<file path="config.mk">
export PLATFORM = sky130hd
export DESIGN_NAME = commit_unit
export DESIGN_NICKNAME = d
export VERILOG_FILES = /design/src/rtl/commit_unit.sv
export SDC_FILE = /design/constraint.sdc
export NUM_CORES = 1
export LEC_CHECK = 0
export ABC_CLOCK_PERIOD_IN_PS = 2850
export CORE_MARGIN = 1
export CORE_UTILIZATION = 40
export DETAILED_ROUTE_END_ITERATION = 12
export GPL_TIMING_DRIVEN = 0
export PLACE_DENSITY_LB_ADDON = 0.25
export SLEW_MARGIN = 20
export SYNTH_ARGS = -nofsm -noshare
export SYNTH_HDL_FRONTEND = slang
export SYNTH_SLANG_ARGS = --single-unit
</file>
<file path="constraint.sdc">
create_clock -name clk -period 2.85 [get_ports clk]
set_input_delay 0.285 -clock clk [delete_from_list [all_inputs] [get_ports clk]]
set_output_delay 0.285 -clock clk [all_outputs]
set_load 0.02 [all_outputs]
</file>
<file path="src/rtl/commit_unit.sv">
// commit_unit
// In-order retirement stage of the out-of-order core. Looks at the oldest
// active-list entry and retires at most one instruction per cycle. When an
// instruction retires it:
//   - frees the previous physical register mapping into the free list,
//   - releases its load-queue, store-queue or branch-stack slot,
//   - advances the active-list head pointer.
// Stores do not retire immediately. Each store is first written to the
// D-cache through a request/acknowledge handshake.
//
// Ports
//   clk, rst                  clock and synchronous active-high reset
//   head_*                    status of the active-list entry at oldest_inst_pointer
//   branch_miss               misprediction flush this cycle
//   store_ack                 D-cache completed the committed store
//   commit_valid              one instruction retires this cycle
//   oldest_inst_pointer       active-list head index
//   free_tail_pointer         free-list write index
//   free_wr_en, reclaim_reg   free-list write strobe and data
//   load_commit_pointer       load-queue commit index
//   store_commit_pointer      store-queue commit index
//   branch_read_pointer       branch-stack read index
//   load_done/store_done/branch_done  single-cycle slot-release strobes
//   store_req                 D-cache write request for SQ[store_commit_pointer]
//   fsm_state                 debug view of the retirement FSM (0 = RUN, 1 = ST_WAIT)
//
// Store handshake: store_req is held high in every ST_WAIT cycle. The cycle in
// which store_ack is sampled high, while store_req is high, completes the
// transfer. The store retires in that same cycle. store_ack is ignored
// whenever store_req is low.

module commit_unit #(
    parameter int AL_DEPTH   = 64,
    parameter int FREE_DEPTH = 32,
    parameter int LQ_DEPTH   = 16,
    parameter int SQ_DEPTH   = 16,
    parameter int BR_DEPTH   = 8,
    parameter int PREG_W     = 6
) (
    input  logic                          clk,
    input  logic                          rst,
    input  logic                          head_valid,
    input  logic                          head_ready,
    input  logic                          head_is_load,
    input  logic                          head_is_store,
    input  logic                          head_is_branch,
    input  logic                          head_uses_rw,
    input  logic [PREG_W-1:0]             head_reclaim,
    input  logic                          branch_miss,
    input  logic                          store_ack,
    output logic                          commit_valid,
    output logic [$clog2(AL_DEPTH)-1:0]   oldest_inst_pointer,
    output logic [$clog2(FREE_DEPTH)-1:0] free_tail_pointer,
    output logic                          free_wr_en,
    output logic [PREG_W-1:0]             reclaim_reg,
    output logic [$clog2(LQ_DEPTH)-1:0]   load_commit_pointer,
    output logic [$clog2(SQ_DEPTH)-1:0]   store_commit_pointer,
    output logic [$clog2(BR_DEPTH)-1:0]   branch_read_pointer,
    output logic                          load_done,
    output logic                          store_done,
    output logic                          branch_done,
    output logic                          store_req,
    output logic                          fsm_state
);

    localparam int AL_W = $clog2(AL_DEPTH);
    localparam int FL_W = $clog2(FREE_DEPTH);
    localparam int LQ_W = $clog2(LQ_DEPTH);
    localparam int SQ_W = $clog2(SQ_DEPTH);
    localparam int BR_W = $clog2(BR_DEPTH);

    localparam logic [AL_W-1:0] AL_ONE = 1;
    localparam logic [FL_W-1:0] FL_ONE = 1;
    localparam logic [LQ_W-1:0] LQ_ONE = 1;
    localparam logic [SQ_W-1:0] SQ_ONE = 1;
    localparam logic [BR_W-1:0] BR_ONE = 1;

    typedef enum logic {
        RUN     = 1'b0,
        ST_WAIT = 1'b1
    } state_t;

    state_t state_q;
    state_t state_d;

    // Head entry has finished execution and may leave the window.
    logic head_done;
    assign head_done = head_valid & head_ready;

    // ------------------------------------------------------------------
    // State register
    // ------------------------------------------------------------------
    always_ff @(posedge clk) begin
        if (rst) begin
            state_q <= RUN;
        end else begin
            state_q <= state_d;
        end
    end

    // ------------------------------------------------------------------
    // Next state and retirement strobes
    // ------------------------------------------------------------------
    // Every output is qualified with !rst, so nothing retires and no
    // D-cache request is made while reset is held. A store that is
    // waiting when reset arrives is therefore dropped cleanly.
    always_comb begin
        state_d      = state_q;
        commit_valid = 1'b0;
        free_wr_en   = 1'b0;
        load_done    = 1'b0;
        store_done   = 1'b0;
        branch_done  = 1'b0;
        store_req    = 1'b0;

        if (!rst) begin
            case (state_q)
                RUN: begin
                    // The head is always older than a mispredicted branch.
                    // A flush only delays retirement by one cycle and never
                    // removes the head entry.
                    if (head_done && !branch_miss) begin
                        if (head_is_store) begin
                            state_d = ST_WAIT;
                        end else begin
                            commit_valid = 1'b1;
                            free_wr_en   = head_uses_rw;
                            load_done    = head_is_load;
                            branch_done  = head_is_branch;
                        end
                    end
                end

                ST_WAIT: begin
                    // branch_miss is not looked at here. The store is older
                    // than every in-flight branch, so a flush cannot cancel it.
                    store_req = 1'b1;
                    if (store_ack) begin
                        commit_valid = 1'b1;
                        store_done   = 1'b1;
                        free_wr_en   = head_uses_rw;
                        state_d      = RUN;
                    end
                end

                default: begin
                    state_d = RUN;
                end
            endcase
        end
    end

    // The reclaim bus reads as zero unless the free list is being written.
    assign reclaim_reg = free_wr_en ? head_reclaim : '0;
    assign fsm_state   = state_q;

    // ------------------------------------------------------------------
    // Pointers
    // ------------------------------------------------------------------
    // Each pointer advances on the strobe that releases its slot.
    // Power-of-2 depths make the natural overflow act as the wrap.
    always_ff @(posedge clk) begin
        if (rst) begin
            oldest_inst_pointer  <= '0;
            free_tail_pointer    <= '0;
            load_commit_pointer  <= '0;
            store_commit_pointer <= '0;
            branch_read_pointer  <= '0;
        end else begin
            if (commit_valid) begin
                oldest_inst_pointer <= oldest_inst_pointer + AL_ONE;
            end
            if (free_wr_en) begin
                free_tail_pointer <= free_tail_pointer + FL_ONE;
            end
            if (load_done) begin
                load_commit_pointer <= load_commit_pointer + LQ_ONE;
            end
            if (store_done) begin
                store_commit_pointer <= store_commit_pointer + SQ_ONE;
            end
            if (branch_done) begin
                branch_read_pointer <= branch_read_pointer + BR_ONE;
            end
        end
    end

endmodule

</file>
Fig. 1: run 1, clock nets
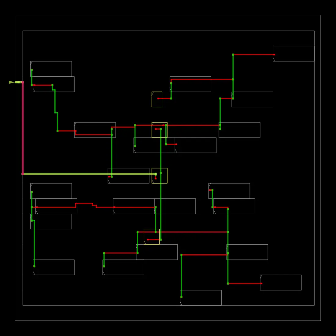
seq_cells: 23
CTS Sinks: 23
Worst Skew: 1.10 ps
number of clock buffers in the layout: 3

Fig. 2: run 1, placement by cell class
Fill, decap, tap and diode cells in gray.
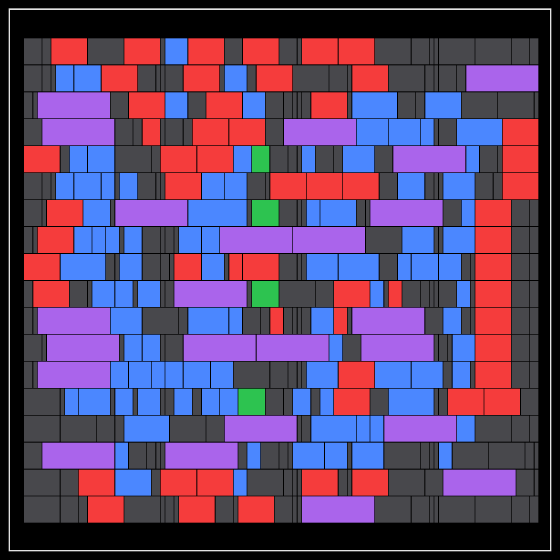
blue -> remaining logic cells  # cells 94, share of their area 38%
purple -> sequential cells  # cells 23, share of their area 28%
red -> remaining buffers and delay cells  # cells 56, share of their area 32%
green -> clock drivers and dummy loads  # cells 4, share of their area 1.7%
final core utilization: 65.8%
Final Cell Area: 0.00167 mm²

==> out/summary.txt, run 1 <==
Status - completed
Total die size - 0.00297 mm²
Comb area share - 36.4%
Worst slew pin tran - 460 ps
Crit path from - head_is_store
CTS tree - yes
Synth Instances - 123
CP cell instances - clkdlybuf4s50_1, and4bb_2, mux2i_1, buf_2, nor3_4, and2_1, clkdlybuf4s50_1
Flop-to-flop setup slack - 1190 ps
Critical Path AT - 2400 ps
Adder Area Share - 5.68%
Power Clock - 0.154 mW
Syn Nets - 144
Fin nets - 199
NetSw - 0.132 mW
Die X - 54.5 µm
Hold Path Cell Cnt - 2
Largest net degree at the start of global routing - 14
Top layer in use - met4
Port bufs - 50
Non-clock buffer share - 31.5%
Aggregate global-route resource usage - 17.7%
Hold Path End - free_tail_pointer[4]$_SDFFE_PP0P_
Power Dens Cells - 324 mW/mm²
Largest stage delay, worst path - 610 ps
Number of remaining DRC errors - 0
Post-synth EDFFs - 0
Via/cell ratio - 5.23
Initial DRC count - 8
Reg2reg end - oldest_inst_pointer[1]$_SDFFE_PP0P_
Final worst slack - 167 ps
Die H - 54.5 µm
Overall power - 0.542 mW
Grt total ovfl - 0
Tool Warnings - 26
Synth Area in Compound Gates - 9.42%
Crit-path slowest cell - clkdlybuf4s50_1
GRT busiest layer - met2
Most frequent logic cell in the layout - clkdlybuf4s50_1
H-tree depth - 1
Post-Synth Simple-Gate Area - 27.6%
Clock buf/inv share - 1.64%
Biggest area cells - dfxtp_1, ha_1, xor2_1
Layout cell share with drive strength beyond 1 - 5.65%
Hold/Removal Path Class - flip-flop to flip-flop
Row count - 18
Max_slew headroom - 69.3%
Fig. 3: run 1, where the registers sit
Scale bar: 20 µm. Other sequential cells in the stronger gray, the rest of the logic in the fainter gray.
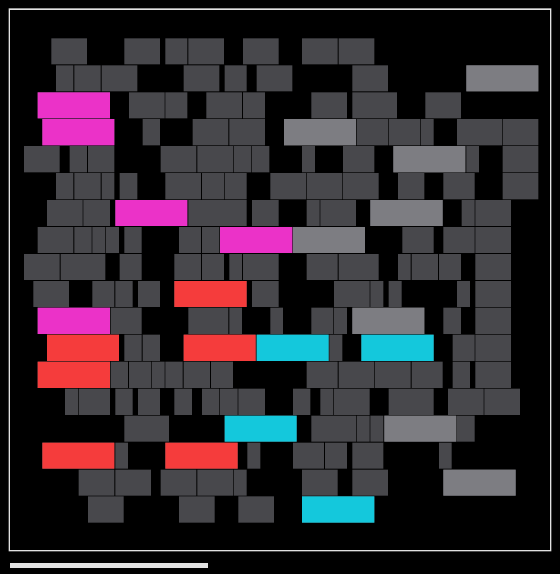
red -> oldest_inst_pointer  # placed flops 6
cyan -> store_commit_pointer  # placed flops 4
magenta -> free_tail_pointer  # placed flops 5
not colored = 8
sequential power: 0.327 mW
register area: 460 µm²
Seq/total area: 27.5%

==> run 2: changes to the inputs <==
Settings changed: RECOVER_POWER from default to 50.
Fig. 4: run 2, metal layers overlaid
Scale bar: 20 µm. Two of the layers only.
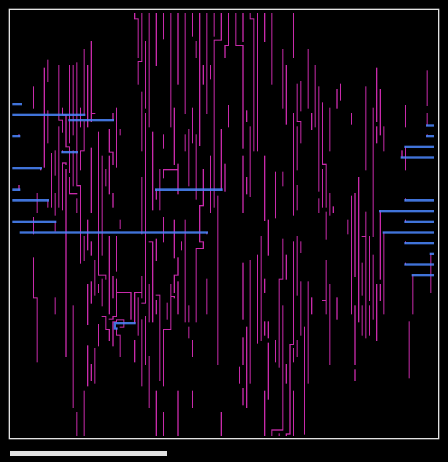
blue -> M3  # wire length 105 µm
magenta -> M2  # wire length 1,490 µm

==> run 2 against run 1 <==
Against the previous run:
- maximum frequency decreased by 0.26%
- non-clock buffer count unchanged
- cell count unchanged
- largest power group unchanged
==> out/summary.txt, run 2 <==
Comb area share - 36.4%
Number of clock buffers in the layout - 3
Top layer in use - met4
Synth Area in Compound Gates - 9.42%
Layout cell share with drive strength beyond 1 - 5.65%
Largest stage delay, worst path - 620 ps
Die X - 54.5 µm
Hold Path Cell Cnt - 2
Worst slew pin tran - 461 ps
Seq/total area - 27.5%
Non-clock buffer share - 31.5%
H-tree depth - 1
Die H - 54.5 µm
CTS Sinks - 23
Final worst slack - 160 ps
Via/cell ratio - 5.14
Status - completed
Total die size - 0.00297 mm²
Post-synth EDFFs - 0
Hold/Removal Path Class - flip-flop to flip-flop
Synth Instances - 123
Largest net degree at the start of global routing - 14
Fig. 5: run 2, clock nets
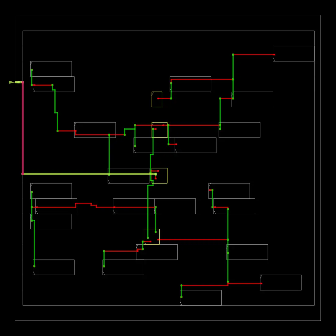
Worst-Skew Late Latency: 310 ps
Power Clock: 0.151 mW

Power and IR drop assume default switching activity.
